Design rst_sequencer, sky130hd; sources not shown.
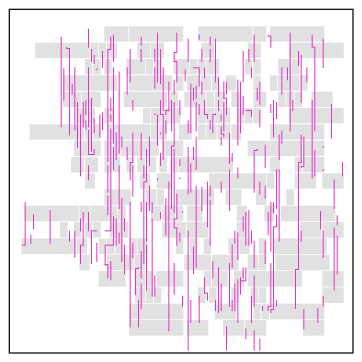
Fig. 1. M2 wires.
Drawn at 6 px/um. Cells faint in the background.
longest straight run	24.8 um
main direction	vertical
share of all routed wire	45%
wire length on this layer	1,170 um
met2 GRT Util: 28.91%
Detailed Route WL: 2600 um
vias: 1,123

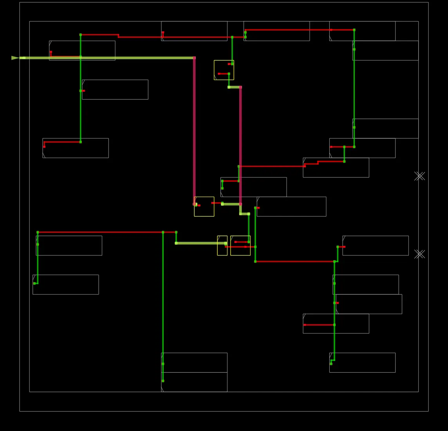
Fig. 2. Clock wiring as the flow saved it.
clock-net power: 93.1 uW
clock sinks: 21
Seq cells: 21

==> impl_metrics.toml <==
# yosys + openroad results
[synthesis]
most_common_cell = "nand2_1"
ys_top_cells_by_area = "dfrtp_1, nand2_1, nand3_1"
synth-edff-count = 0
yosysTopAreaCell = "dfrtp_1"
syn_inst = 171
syn-num-nets = 185
synth-warning-count = 0
synth_top_area_share_pct = 36.70
syn_avg_cell_area_um2 = 7.975
ys_ff = 21

[setup_path]
cp_max_fo = 2
start_kind = "flop"
cpLargestDelayFamily = "flip-flops"
path_depth = 1
required_ps = 3680
r2r_cells = 10
slowest_delay_ps = 550

[routing]
ant_nets = 0
drc = 4
viasPerCell = 5.128
drt-pass1-iter-count = 6

[finish]
syn2layout_area_growth_pct = 14.68
fin_cells = 219
antennaDiodeCount = 0

[floorplan]
coreArea_um2 = 2805
pin_count = 15
die_area_um2 = 3255
die_w_um = 57.05
rows = 19

[clock_network]
cts_tree = "built"
cts-resized-gates = 0
clock_latency_ps = 310
htree_levels = 1
cts_buffer_depth = 2
clock-root-buffer = "clkbuf_4"

[pwr]
leakagePower_uw = 0.0007596
p_per_area_nw_per_um2 = 309.5

[timing]
setup_viol = 0
slew_headroom_pct = 35.32
drv_slew = 0
rsz0062_at_grt = "no"

[placed_design]
port-buffer-count = 14

[outcome]
violations = "design-rule violations"
status = "finished with violations"

[global_route]
grt_overflow = 0
grt_max_degree = 22
grt_pass1_wl_um = 4719

[flow_run]
maxCapViolations = 0

[hold_path]
holdPathStages = 2
[layout make-up]
cell class                      instances  area (um^2)
Fill cell                             256         1241
Inverter                               26        102.6
Clock buffer                            4        26.28
Timing Repair Buffer                   14        140.1
Sequential cell                        21        526.8
Tap cell                               31        38.79
Multi-Input combinational cell        123        729.5
[metal layers]
layer | track usage, % | vias up
met3 | 2.721 | 4
met5 | - | -
met2 | 28.91 | 27
met4 | 6.969 | 0
met1 | 26.19 | 521
li1 | - | 571
[kinds of logic (layout without fill, tap and decap cells)]
group	Yosys count	in the layout	synth area share (%)
compound gates	10	10	4.129
xor+xnor	1	1	0.6423
fa+ha+maj	8	8	7.340
buf+inv	27	44	7.890
flops	21	21	38.62
simple gates	104	104	41.38
[per-stage QoR]
step / worst slack (ps) / utilization (%) / cell area (um^2)
6_report: 2325 / 55.75 / 1564
2_1_floorplan: 2871 / - / 1364
4_1_cts: 2321 / 55.75 / 1564
5_1_grt: 2278 / 55.75 / 1564
3_5_place_dp: 2087 / 54.82 / 1538
3_3_place_gp: 2109 / 54.82 / 1538
[placed cells by master (no fill, tap or decap), drive strengths merged]
master / n
nand4: 2
o21ai: 2
dfstp: 1
ha: 8
xor2: 1
nor3: 3
a221oi: 1
o21a: 1
nand3: 25
dfrtp: 20
nand2: 44
inv: 26
clkbuf: 4
a21oi: 6
nor2: 29
nand3b: 1
clkdlybuf4s50: 14
[where the power goes]
| part | leakage (uW) | switching [uW] | internal (uW) |
|---|---|---|---|
| combinational | 0.000457 | 110 | 66.2 |
| sequential | 0.000287 | 16.4 | 199 |
| clock | 0.0000150 | 59.2 | 33.9 |
| total | 0.000760 | 185 | 299 |
Power is estimated from default activity; no workload was simulated.
